<file path="config.mk">
export PLATFORM = sky130hd
export DESIGN_NAME = fifo_enq_arbiter
export DESIGN_NICKNAME = d
export VERILOG_FILES = /design/src/rtl/fifo_enq_arbiter.sv
export SDC_FILE = /design/constraint.sdc
export NUM_CORES = 1
export LEC_CHECK = 0
export CORE_AREA = 10 10 60 67
export CTS_CLUSTER_DIAMETER = 50
export DETAILED_ROUTE_END_ITERATION = 12
export DIE_AREA = 0 0 70 77
export PLACE_DENSITY_LB_ADDON = 0.12
export SLEW_MARGIN = 5
export SYNTH_ARGS = -nofsm -noshare
export SYNTH_HDL_FRONTEND = slang
export SYNTH_SLANG_ARGS = --single-unit
</file>
<file path="constraint.sdc">
create_clock -name enq_clk -period 4.22 [get_ports enq_clk]
set_input_delay 0.633 -clock enq_clk [delete_from_list [all_inputs] [get_ports enq_clk]]
set_output_delay 0.633 -clock enq_clk [all_outputs]
set_load 0.005 [all_outputs]
</file>
<file path="src/rtl/fifo_enq_arbiter.sv">
// fifo_enq_arbiter: round-robin arbiter sharing one async_fifo enqueue port among NREQ burst requesters
module fifo_enq_arbiter #(
  parameter int DSIZE = 8,
  parameter int NREQ = 4,
  parameter int MAXBEATS = 16,
  localparam int IW = $clog2(NREQ),
  localparam int CW = $clog2(MAXBEATS + 1)
) (
  input  logic                  enq_clk,
  input  logic                  enq_rst_n,
  input  logic [NREQ*DSIZE-1:0] req_bits,
  input  logic [NREQ-1:0]       req_valid,
  input  logic [NREQ-1:0]       req_last,
  output logic [NREQ-1:0]       req_ready,
  output logic [DSIZE-1:0]      enq_bits,
  output logic                  enq_valid,
  input  logic                  enq_ready,
  output logic [NREQ-1:0]       grant,
  output logic [IW-1:0]         grant_id,
  output logic                  busy
);
  typedef enum logic {IDLE, GRANT} state_t;
  state_t state, state_d;
  logic [NREQ-1:0] grant_d;
  logic [IW-1:0] grant_id_d, rr_ptr, rr_d, sel, cand;
  logic [CW-1:0] beat_cnt, cnt_d;
  logic [NREQ-1:0][DSIZE-1:0] beats;
  logic acc, rel;
  assign beats = req_bits;
  assign busy = state == GRANT;
  // grant is all-zero in IDLE, so these gates keep the FIFO port quiet outside GRANT
  assign enq_valid = |(grant & req_valid);
  assign req_ready = grant & {NREQ{enq_ready}};
  assign enq_bits = busy ? beats[grant_id] : '0;
  assign acc = enq_valid & enq_ready;
  assign rel = acc & (req_last[grant_id] | (beat_cnt == CW'(MAXBEATS - 1)));
  // walk offsets from high to low so the nearest requester at or above rr_ptr wins
  always_comb begin
    sel = '0;
    cand = '0;
    for (int k = NREQ - 1; k >= 0; k--) begin
      cand = IW'((32'(rr_ptr) + 32'(k)) % NREQ);
      if (req_valid[cand]) sel = cand;
    end
  end
  always_comb begin
    state_d = state;
    grant_d = grant;
    grant_id_d = grant_id;
    rr_d = rr_ptr;
    cnt_d = beat_cnt;
    if (state == IDLE) begin
      if (|req_valid) begin
        state_d = GRANT;
        grant_d = NREQ'(1) << sel;
        grant_id_d = sel;
        cnt_d = '0;
      end
    end else begin
      cnt_d = acc ? beat_cnt + 1'b1 : beat_cnt;
      if (rel) begin
        state_d = IDLE;
        grant_d = '0;
        grant_id_d = '0;
        rr_d = (grant_id == IW'(NREQ - 1)) ? '0 : grant_id + 1'b1;
      end
    end
  end
  always_ff @(posedge enq_clk) begin
    if (!enq_rst_n) begin
      state <= IDLE;
      grant <= '0;
      grant_id <= '0;
      rr_ptr <= '0;
      beat_cnt <= '0;
    end else begin
      state <= state_d;
      grant <= grant_d;
      grant_id <= grant_id_d;
      rr_ptr <= rr_d;
      beat_cnt <= cnt_d;
    end
  end
endmodule
</file>
### Gate-type map, run 1

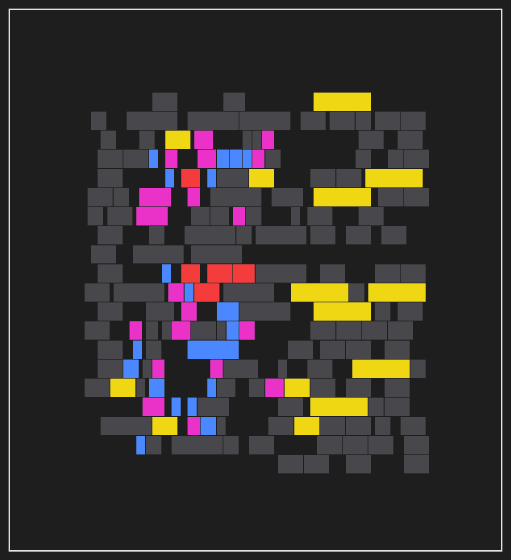
[non-inverting ao/oa cells] red | cells: 5 | most used: a32o_1 | where: center
[mux cells] yellow | cells: 14 | most used: mux4_2
[aoi and oai cells] magenta | cells: 19
[nand cells] blue | cells: 19 | most used: nand2_1

### Clock distribution, run 1

The bar under the picture is 20 um long.
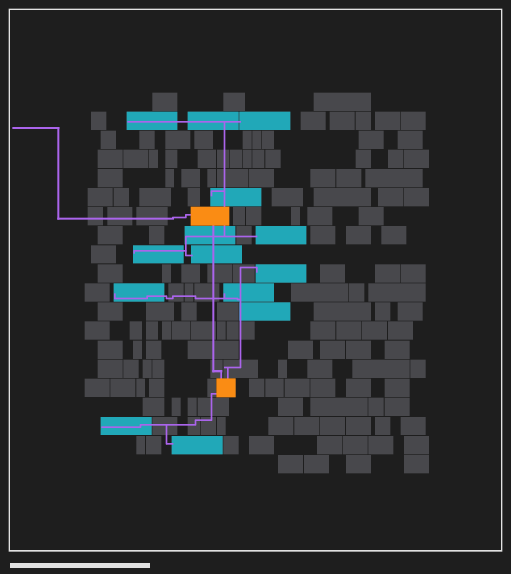
[clock wires] purple | length: 193 um
[flip-flops] cyan | count: 14
[clock-net drivers] orange | count: 3
routed clock nets: 4

==> flow_results.org, run 1 <==
#+TITLE: Synthesis and PnR summary

** CTS
- Hold bufs inserted after CTS :: 0
- The timing report gives the clock slew at the launch and capture registers of the worst setup and hold paths as ~0.090 ns.
- Cts bufs inserted :: 3
- For this design, the sink count on the clock tree is 14.
- Clock root buffer :: clkbuf_4

** Hold path
- STA reports the tightest min-delay check as being of type flip-flop to flip-flop.
- The startpoint identified for the worst hold timing path is rr_ptr[0].

** Setup path
- Data required time of the worst path :: around 3.6 ns
- Origin of the worst setup path :: grant_id[0]
- The worst setup path is captured at a primary output.
- The slowest stage of the critical path is the dfxtp_1 cell.
- Startpoint type of the worst setup path :: flip-flop

** Timing
- The worst path needs between 2 and 3 ns of the cycle, external delays included.
- The flow reports an fmax of 0.340 GHz.
- Post-route period utilization is reported as 0.696.
- Endpoints failing hold in the final report were tallied at 0.
- Measured against its own limit, the worst slew margin works out to 0.501.

** Cells and area
- Fin nets :: roughly 220
- FILL cells :: 243
- Fraction of final layout cells with drive strength greater than 1 :: 0.103
- Post-route cell area :: around 1700 um^2
- Summing all flip-flop and latch instances after layout gives approximately 280 um^2.
- For this run, the number of standard cells in the final layout without fillers is around 210.
- Most common cell after layout, fill and taps aside :: clkdlybuf4s50_1

** Floorplanning
- After floorplanning, the die was sized to cover between 5000 and 6000 um^2.
- The horizontal die dimension reported for this design is about 70 um.
- Core Box Area :: ~2700 um^2
- Top-level I/O count :: 63
- At the floorplan stage, the core utilization is reported as 0.391.

** Logic synthesis
- Yosys chip area :: 1060 um^2
- Number of nets in the synthesized netlist :: approximately 160
- Synthesized cell area :: 1060 um^2
- In the post-synthesis netlist, the cell with the most instances is and2_1.
- The synthesized design contains 0 enable-type register cells.
- Max-area cell share :: 0.265
- Ranking of synthesized cells by instance count :: and2_1, dfxtp_1, nand2_1

** Status
- Result of the run :: finished clean

** Run
- OpenROAD warning count :: 26
- The run reported a max-capacitance violation count of 0.

** Drt
- Initial drt markers :: 32
- In the routed design, unresolved DRC markers number 0.
- Via count normalized by instance count :: 5.46
- DR WL/cell :: 17.8 um

** Placement
- Per the placement report, the placed cell count is 203.
- HPWL after detailed placement :: 3070 um

** Global route
- Pin count of the biggest net entering global routing :: 17
### Cell sizes after repair, run 1

The bar under the picture is 20 um long.
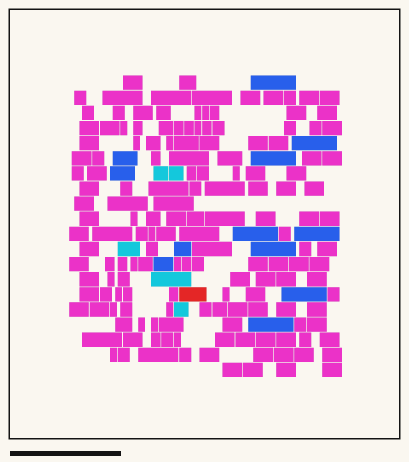
[x1 and smaller] magenta | cells: 156 | most used: clkdlybuf4s50_1
[x6 and larger] red | cells: 1 | most used: clkbuf_8
[x2] blue | cells: 12 | most used: mux4_2
[x3 and x4] cyan | cells: 5 | most used: clkbuf_4

### Where the registers sit, run 1

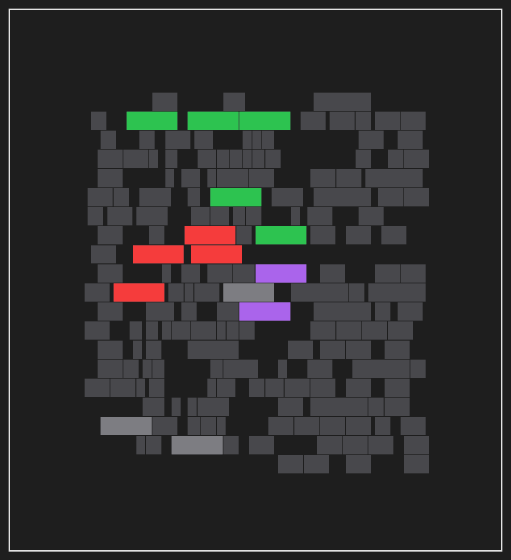
[`grant`] red | flops: 4
[`grant_id`] purple | flops: 2
[`beat_cnt`] green | flops: 5 | where: top center
not colored: 3

-- run 1: per-layer routing --
layer / share of wire / wire [um] / vias up / global-route usage
li1: - / - / 543 / -
met1: 0.46 / 1690 / 528 / 0.154
met2: 0.45 / 1660 / 55 / 0.214
met3: 0.081 / 298 / 4 / 0.0489
met4: 0.0095 / 35 / 0 / 0.0296
met5: 0 / 0 / - / 0
-- run 1: sequential cells by signal, summed over array words and instances (netlist names) --
signal    flops
grant_id      2
busy          1
rr_ptr        2
grant         4
beat_cnt      5
-- run 1: stage by stage --
stage	hold slack, ns	util	setup slack, ns
finish	0.494	0.641	1.28
global route	0.520	0.641	1.12
CTS	0.495	0.641	1.24
detailed placement	0.479	0.627	1.47
global placement	0.469	0.627	1.48
floorplan	0.450	-	2.20
-- run 1: power breakdown --
group	total (uW)	switching (uW)	internal, uW
combinational	113	33.6	79.2
sequential	147	10.9	136
clock	98.3	45.8	52.5
total	358	90.2	268
-- run 1: kinds of logic (layout without fill, tap and decap cells) --
logic type,Yosys count,in the layout,synth area share
xor gates and xnor gates,1,1,0.00830
and+or+nand+nor,49,49,0.269
AOI/OAI and AO/OA,24,24,0.162
buffers and inverters,8,69,0.0320
adders and majority gates,3,3,0.0355
muxes,14,14,0.227
DFF,14,14,0.265
-- run 1: cell type report --
class                   instances  area share
multi-input cells              91       0.428
repair buffers                 62       0.358
flip-flops and latches         14       0.162
well taps                      33      0.0238
clock buffers                   4      0.0210
inverters                       3     0.00650
-- run 1: critical path, delay by kind of cell (launching register included) --
kind                   cells  cell delay (ns)
flip-flops                 1             0.82
buffers and inverters      1             0.45
AND/OR/NAND/NOR            1             0.17
multiplexers               1             0.58
==> run 1 -> run 2 <==
--- a/config.mk
+++ b/config.mk
@@ -5,10 +5,10 @@
 export SDC_FILE = /design/constraint.sdc
 export NUM_CORES = 1
 export LEC_CHECK = 0
-export CORE_AREA = 10 10 60 67
+export CORE_AREA = 10 10 62 70
 export CTS_CLUSTER_DIAMETER = 50
 export DETAILED_ROUTE_END_ITERATION = 12
-export DIE_AREA = 0 0 70 77
+export DIE_AREA = 0 0 72 80
 export PLACE_DENSITY_LB_ADDON = 0.12
 export SLEW_MARGIN = 5
 export SYNTH_ARGS = -nofsm -noshare
==> constraint.sdc (replaced) <==
create_clock -name enq_clk -period 3 [get_ports enq_clk]
set_input_delay 0.45 -clock enq_clk [delete_from_list [all_inputs] [get_ports enq_clk]]
set_output_delay 0.45 -clock enq_clk [all_outputs]
set_load 0.005 [all_outputs]
### Clock distribution, run 2

The bar under the picture is 20 um long.
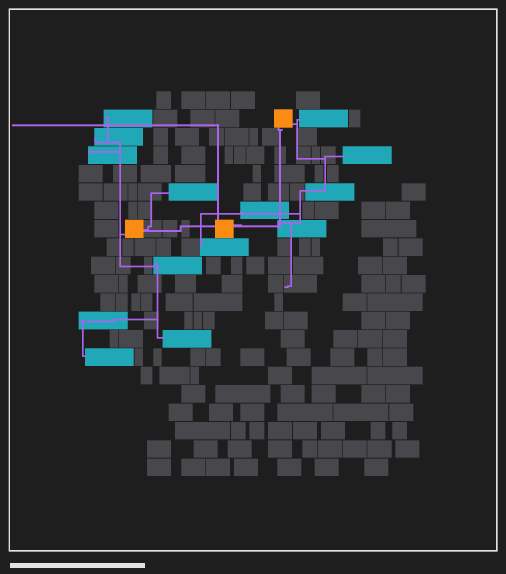
[clock-net drivers] orange | count: 3
[clock wires] purple | length: 232 um
[flip-flops] cyan | count: 14
routed clock nets: 4

### Gate-type map, run 2

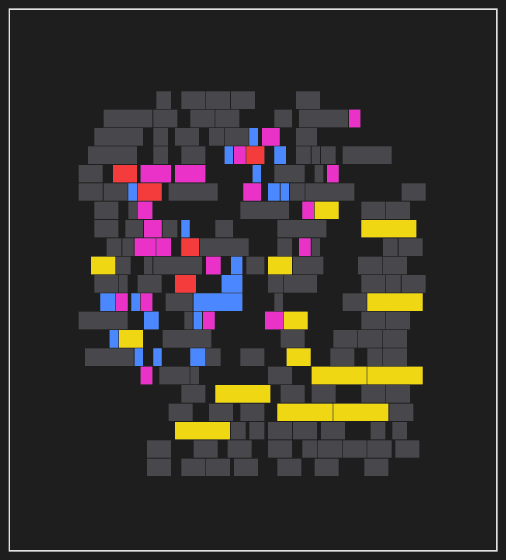
[nand cells] blue | cells: 19 | most used: nand2_1
[mux cells] yellow | cells: 14 | most used: mux4_2
[non-inverting ao/oa cells] red | cells: 5 | most used: a32o_1
[aoi and oai cells] magenta | cells: 19

==> run 2 against run 1 <==
Power rose by 42%; sequential power rose by 37%; via count rose by 0.71%; synthesized cell count did not move.
==> flow_results.org, run 2 <==
#+TITLE: Synthesis and PnR summary

** Logic synthesis
- The top cell type's share of synthesized area was 0.265 (unchanged).
- Fraction of the mapped netlist area in simple logic gates :: 0.269 (unchanged)
- Ranking of synthesized cells by instance count :: and2_1, dfxtp_1, nand2_1
- The arithmetic-cell share of the synthesized area counting full adders, half adders and majority gates was 0.0355 (unchanged).
- Synthesized cell area :: 1060 um^2 (unchanged)
- Number of synthesized flops with an enable pin :: 0 (unchanged)
- Main combinational cell family by area after synthesis :: simple AND/OR/NAND/NOR gates

** Cells and area
- The largest registers in the layout are beat_cnt x5, grant x4.
- beat_cnt holds more flip-flops than any other register.
- Fraction of final layout cells with drive strength greater than 1 :: 0.109 (+0.00512)
- The number of flip-flops under the largest register name is 5 (unchanged).
- FILL cells :: 278 (+14%)
- The final-stage net count was 222 (+0.45%).
- The library cell used most frequently in the layout, excluding fill and tap cells, is clkdlybuf4s50_1.

** Timing
- Of the available clock period, the critical path in the final layout requires 0.814.
- Final-report hold violation count :: 0 (unchanged)
- The final worst hold slack came to 0.483 ns (-0.0116 ns).
- Max Freq :: roughly 0.41 GHz
- Tmin final :: approximately 2.4 ns

** Setup path
- STA classifies the critical path startpoint as a flip-flop.
- Among all stages on the critical path, the largest delay is contributed by mux4_2.
- Data required time of the worst path :: 2.55 ns (-1.04 ns)

** Drt
- Initial drt markers :: 46 (+44%)
- The length of routed wiring on met1 is 1410 um (-17%).
- Met3 WL post-DR :: 195 um (-35%)
- Topmost layer with routed signal wires :: met4
- The post-detailed-route via-to-cell ratio came to 5.44 (-0.26%).
- Length of routed met2 wiring :: 1790 um (+7.8%)

** Floorplanning
- The placeable core region was 2940 um^2 (+8.9%).
- Top-level I/O count :: 63 (unchanged)
- Chip Area :: 5760 um^2 (+6.9%)
- Width of the chip :: 72 um (+2.9%)
- The starting utilization of the core area is 0.359 (-0.0319).

** Run
- Max cap viols :: 0 (unchanged)

** CTS
- Clock root buffer :: clkbuf_4
- The clock sink count is 14 (unchanged).

** Hold path
- Class of the tightest hold or removal check :: flip-flop to flip-flop

** Global route
- Pin count of the biggest net entering global routing :: 17 (unchanged)

** Status
- The flow ran to the end, and the final reports show no timing, DRC or antenna violations.
run 2: cell counts after synthesis:
No cell type changed its count.
run 2: power by group:
| part | leakage, uW | internal (uW) | total, uW | switching, uW |
|---|---|---|---|---|
| clock network | 0.0000210 | 74.1 | 143 | 68.6 |
| logic | 0.000494 | 112 | 163 | 50.5 |
| registers | 0.000114 | 191 | 201 | 9.94 |
run 2: worst paths after layout:
kind,start,cells past startpoint,endpoint
worst min-delay path,grant_id[0],2,grant_id[0]
worst max register to register,beat_cnt[0],7,rr_ptr[1]
worst min register to register,grant_id[0],2,grant_id[0]
worst max-delay path,grant_id[0],4,enq_bits[2]
run 2: cell type report:
class / count / area [um^2] / share of cell area
Multi-Input combinational cell: 91 / 742 / 0.426
Timing Repair Buffer: 63 / 628 / 0.361
Sequential cell: 14 / 280 / 0.161
Tap cell: 34 / 42.5 / 0.0244
Clock buffer: 4 / 36.3 / 0.0208
Inverter: 3 / 11.3 / 0.00647
run 2: per-stage QoR:
stage / setup WS, ns / area, um^2 / util / instances / total power, uW
floorplan: 1.17 / 1060 / - / 113 / 267
global placement: 0.639 / 1700 / 0.579 / 205 / 368
detailed placement: 0.613 / 1700 / 0.579 / 205 / 371
CTS: 0.526 / 1740 / 0.591 / 209 / 510
global route: 0.413 / 1740 / 0.591 / 209 / 536
finish: 0.557 / 1740 / 0.591 / 209 / 507
run 2: critical path: cells and delay by family (launching register included):
kind / cells / cell delay [ns]
simple gates: 1 / 0.16
flops: 1 / 0.33
mux: 1 / 0.52
buf+inv: 2 / 0.69
run 2: routing by layer:
layer	track usage	vias to the layer above
li1	-	546
met1	0.133	546
met2	0.218	42
met3	0.0373	4
met4	0.0349	0
met5	0	-
Power figures rest on the tool's default switching activity, not on a simulated workload.
